### config.mk
export PLATFORM = sky130hd
export DESIGN_NAME = shift_sequencer
export DESIGN_NICKNAME = d
export VERILOG_FILES = /design/src/rtl/shift_sequencer.sv
export SDC_FILE = /design/constraint.sdc
export NUM_CORES = 1
export LEC_CHECK = 0
export CORE_ASPECT_RATIO = 1.4
export CORE_UTILIZATION = 40
export CTS_CLUSTER_SIZE = 12
export DETAILED_ROUTE_END_ITERATION = 8
export PLACE_DENSITY = 0.86
export SLEW_MARGIN = 20
export SYNTH_ARGS = -nofsm -noshare
export SYNTH_HDL_FRONTEND = slang
export SYNTH_SLANG_ARGS = --single-unit
export TNS_END_PERCENT = 30
### constraint.sdc
create_clock -name clk -period 3.35 [get_ports clk]
set_input_delay 0.67 -clock clk [delete_from_list [all_inputs] [get_ports clk]]
set_output_delay 0.67 -clock clk [all_outputs]
set_load 0.01 [all_outputs]
### src/rtl/shift_sequencer.sv
// Multicycle shift controller: latches an operand and shift amount, then shifts one bit per cycle.
// Reports busy while working and pulses done for one cycle when the result is final.
module shift_sequencer #(
    parameter int unsigned DATA_W = 32,
    parameter int unsigned N_W    = 5
) (
    input  logic              clk,
    input  logic              reset,
    input  logic              start,
    input  logic [1:0]        shift_op,
    input  logic [1:0]        shift_n_ctrl,
    input  logic [DATA_W-1:0] data_in,
    input  logic [31:0]       B,
    input  logic [31:0]       MemDataOut,
    input  logic [15:0]       Instruction_15_0,
    input  logic              flush,
    output logic              busy,
    output logic              done,
    output logic [DATA_W-1:0] result,
    output logic [N_W-1:0]    shamt_out
);

    typedef enum logic [1:0] {
        StIdle  = 2'b00,
        StShift = 2'b01,
        StDone  = 2'b10
    } state_e;

    state_e            r_state, w_state_next;
    logic [DATA_W-1:0] r_result, w_result_next, w_shifted;
    logic [1:0]        r_op, w_op_next;
    logic [N_W-1:0]    r_count, w_count_next;
    logic [N_W-1:0]    r_shamt, w_shamt_next;
    logic [N_W-1:0]    w_n_sel;

    always_comb begin
        case (shift_n_ctrl)
            2'b00:   w_n_sel = B[N_W-1:0];
            2'b01:   w_n_sel = MemDataOut[N_W-1:0];
            default: w_n_sel = N_W'(Instruction_15_0[10:6]);
        endcase
    end

    always_comb begin
        case (r_op)
            2'b00:   w_shifted = {r_result[DATA_W-2:0], 1'b0};
            2'b01:   w_shifted = {1'b0, r_result[DATA_W-1:1]};
            2'b10:   w_shifted = {r_result[DATA_W-1], r_result[DATA_W-1:1]};
            default: w_shifted = {r_result[0], r_result[DATA_W-1:1]};
        endcase
    end

    always_comb begin
        w_state_next  = r_state;
        w_result_next = r_result;
        w_op_next     = r_op;
        w_count_next  = r_count;
        w_shamt_next  = r_shamt;
        case (r_state)
            StIdle: begin
                // flush outranks start so an aborting controller cannot launch a new op
                if (start && !flush) begin
                    w_result_next = data_in;
                    w_op_next     = shift_op;
                    w_count_next  = w_n_sel;
                    w_shamt_next  = w_n_sel;
                    w_state_next  = (w_n_sel == '0) ? StDone : StShift;
                end
            end
            StShift: begin
                if (flush) begin
                    w_state_next = StIdle;
                end else begin
                    w_result_next = w_shifted;
                    w_count_next  = r_count - 1'b1;
                    if (r_count == N_W'(1)) begin
                        w_state_next = StDone;
                    end
                end
            end
            StDone:  w_state_next = StIdle;
            default: w_state_next = StIdle;
        endcase
    end

    always_ff @(posedge clk) begin
        if (!reset) begin
            r_state  <= StIdle;
            r_result <= '0;
            r_op     <= '0;
            r_count  <= '0;
            r_shamt  <= '0;
        end else begin
            r_state  <= w_state_next;
            r_result <= w_result_next;
            r_op     <= w_op_next;
            r_count  <= w_count_next;
            r_shamt  <= w_shamt_next;
        end
    end

    assign busy      = (r_state != StIdle);
    assign done      = (r_state == StDone);
    assign result    = r_result;
    assign shamt_out = r_shamt;

endmodule

==> flow_summary.toml <==
# implementation run metrics
[outcome]
status = "completed"

[synth]
synth-edff-count = 0
top_ff_cell_synth = "sky130_fd_sc_hd__dfxtp_1"
synth.ff_latch_count = 46
async_reset_ff_frac = 0
synth-warning-count = 0
post_synth_instance_area_um2 = 2610
synth.distinct_cells = 28

[clock_tree]
number_of_buffers_inserted_by_hold_repair_at_cts = 0
cts_buffers = 5
cts_num_sinks = 46
post_cts.resized_instances = 0
cts_htree_levels = 2

[final_layout]
finalNetCount = 549
finish.instance_area_um2 = 3660
fillerInstances = 550
post_layout_nonfiller_instances = 499
diodes = 0
fraction_of_layout_cells_with_a_size_suffix_above_1 = 0.0422

[timing]
max-slew-margin-rel = 0.381
highest_achievable_clock_rate_ghz = 0.449
setup_tns_ns = 0
rsz_0062_raised_after_global_routing = "no"
worst_hold_slack_ns = 0.514
worst_slew_pin_slew_ns = 0.926
setup_ws_ns = 1.12

[global_route]
global_route_wire_length_before_repair_um = 11200
grt.overflow.total = 0
grt_pass1_vias = 2512

[critical_path]
worstSetupPathDepth = 3
timing.setup.critical_path_class = "reg -> out"
crit_start = "r_state[0]"
critical_path.top_delay_family = "buffers and inverters"
cpPeakStageDelay_ns = 0.53
number_of_buffer_and_inverter_instances_along_the_worst_setup_path = 2
endpoint = "busy"
start_kind = "register"
regToRegEndpoint = "result[16]"

[floorplan]
die_h_um = 97.6

[placed_design]
final_gp_congestion = 0.769
placed_cell_area_um2 = 3550

[drt]
drtIter0Drc = 178
first_pass_iters = 4

[hold_path]
holdPathStages = 2
hold_path.class = "reg -> reg"

[job]
log.warning_count = 92

[pwr]
p_sw_w = 0.000377
power.switching_fraction = 0.274
seq_power_share = 0.447
==> per-layer routing <==
metal | global-route usage | vias to the layer above | share of wire
met5 | 0 | - | 0
met4 | 0.0492 | 0 | 0.011
met3 | 0.0467 | 7 | 0.066
met2 | 0.337 | 99 | 0.48
met1 | 0.239 | 1263 | 0.45
li1 | - | 1392 | -
==> final cells by class <==
cell class | instances | area, um2 | share of cell area
clock buffer | 6 | 82.6 | 0.0226
clock inverter | 1 | 30.0 | 0.00820
inverter | 4 | 15.0 | 0.00410
multi-input combinational | 269 | 1530 | 0.418
sequential | 46 | 921 | 0.252
tap | 72 | 90.1 | 0.0246
timing repair buffer | 101 | 991 | 0.271
==> synthesized netlist by cell type (all sizes together) (3+ instances only) <==
cell	count	area, um2
a21oi	37	185
a311oi	31	272
buf	12	81.3
clkbuf	19	71.3
dfxtp	46	921
inv	4	15.0
mux2i	12	120
nand2	41	154
nand3	3	15.0
nor2	40	150
nor2b	39	244
nor3	6	30.0
o21ai	44	224
==> power by group through the flow <==
stage | Sequential [W] | Combinational, W | Clock (W)
floorplan | 0.000634 | 0.000175 | 0
global route | 0.000620 | 0.000375 | 0.000455
CTS | 0.000614 | 0.000343 | 0.000429
global placement | 0.000625 | 0.000335 | 0
finish | 0.000615 | 0.000342 | 0.000420
detailed placement | 0.000626 | 0.000342 | 0
==> logic make-up (layout without fill, tap and decap cells) <==
group / count (synthesis) / count (layout) / synth area share
compound gates: 120 / 120 / 0.284
fa+ha+maj: 2 / 2 / 0.00959
buf+inv: 35 / 112 / 0.0643
flops: 46 / 46 / 0.353
mux: 12 / 12 / 0.0460
simple gates: 135 / 135 / 0.243
util_map.png
7 x 10 tiles, from black (low) to pale yellow (high), 0 to 100% covered.
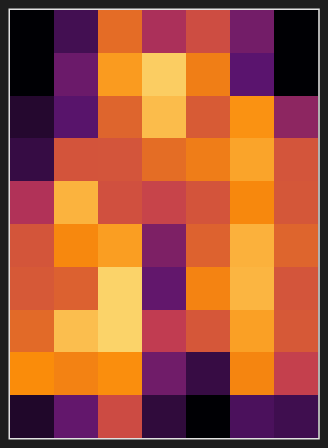
mean over tiles = 52%
fullest tile = 90%
emptiest ninth of the die = upper left
nearly empty tiles = 7.1%
Placeable Area: 6250 um2
utilization of the core after routing: 0.585
share of the core filled by cells before placement: 0.417

ff_map.png
Bar = 20 um. Other sequential cells in the stronger grey, the rest of the logic in the fainter grey.
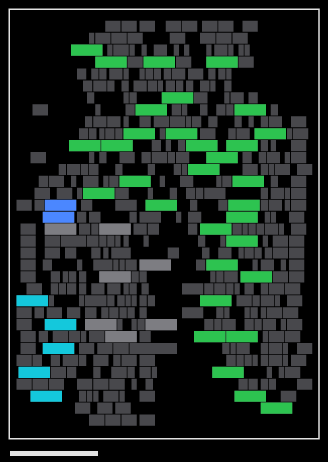
`shamt_out` -> cyan  # sequential cells 5, where lower left
`r_op` -> blue  # sequential cells 2
`result` -> green  # sequential cells 32
Seq group: 0.000615 W
Register Area: 921 um2

class_map.png
Bar = 20 um. Fill, decap, tap and diode cells in grey.
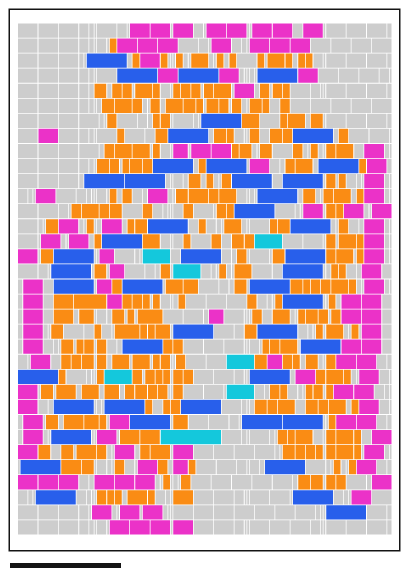
sequential cells -> blue  # cells 46, share of their area 26%
clock drivers and dummy loads -> cyan  # cells 7, share of their area 3.2%
remaining logic cells -> orange  # cells 273, share of their area 43%
remaining buffers and delay cells -> magenta  # cells 101, share of their area 28%
Row Count: 34
Seq/total area: 0.252

layers.png
Bar = 20 um. Only two layers are drawn.
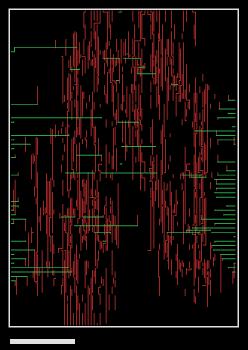
M2 -> red  # wire length 3,280 um
M3 -> green  # wire length 456 um
routed wire length: 6890 um
WL per Instance: 13.8 um

congestion_map.png
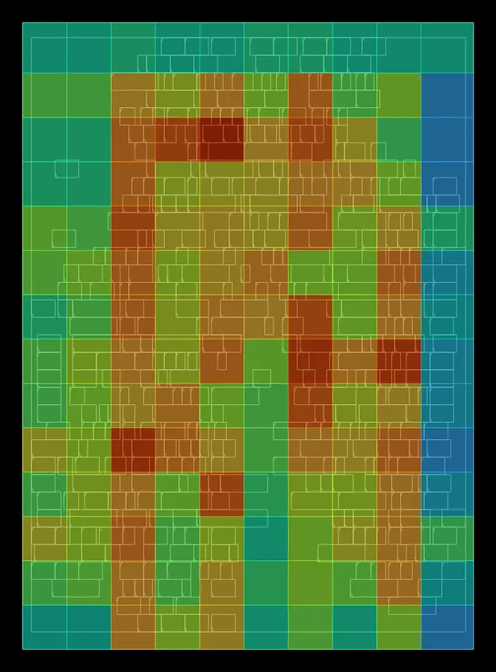
layer with the highest usage: met2
global routing usage on met1: 0.239

Power and IR drop assume default switching activity.
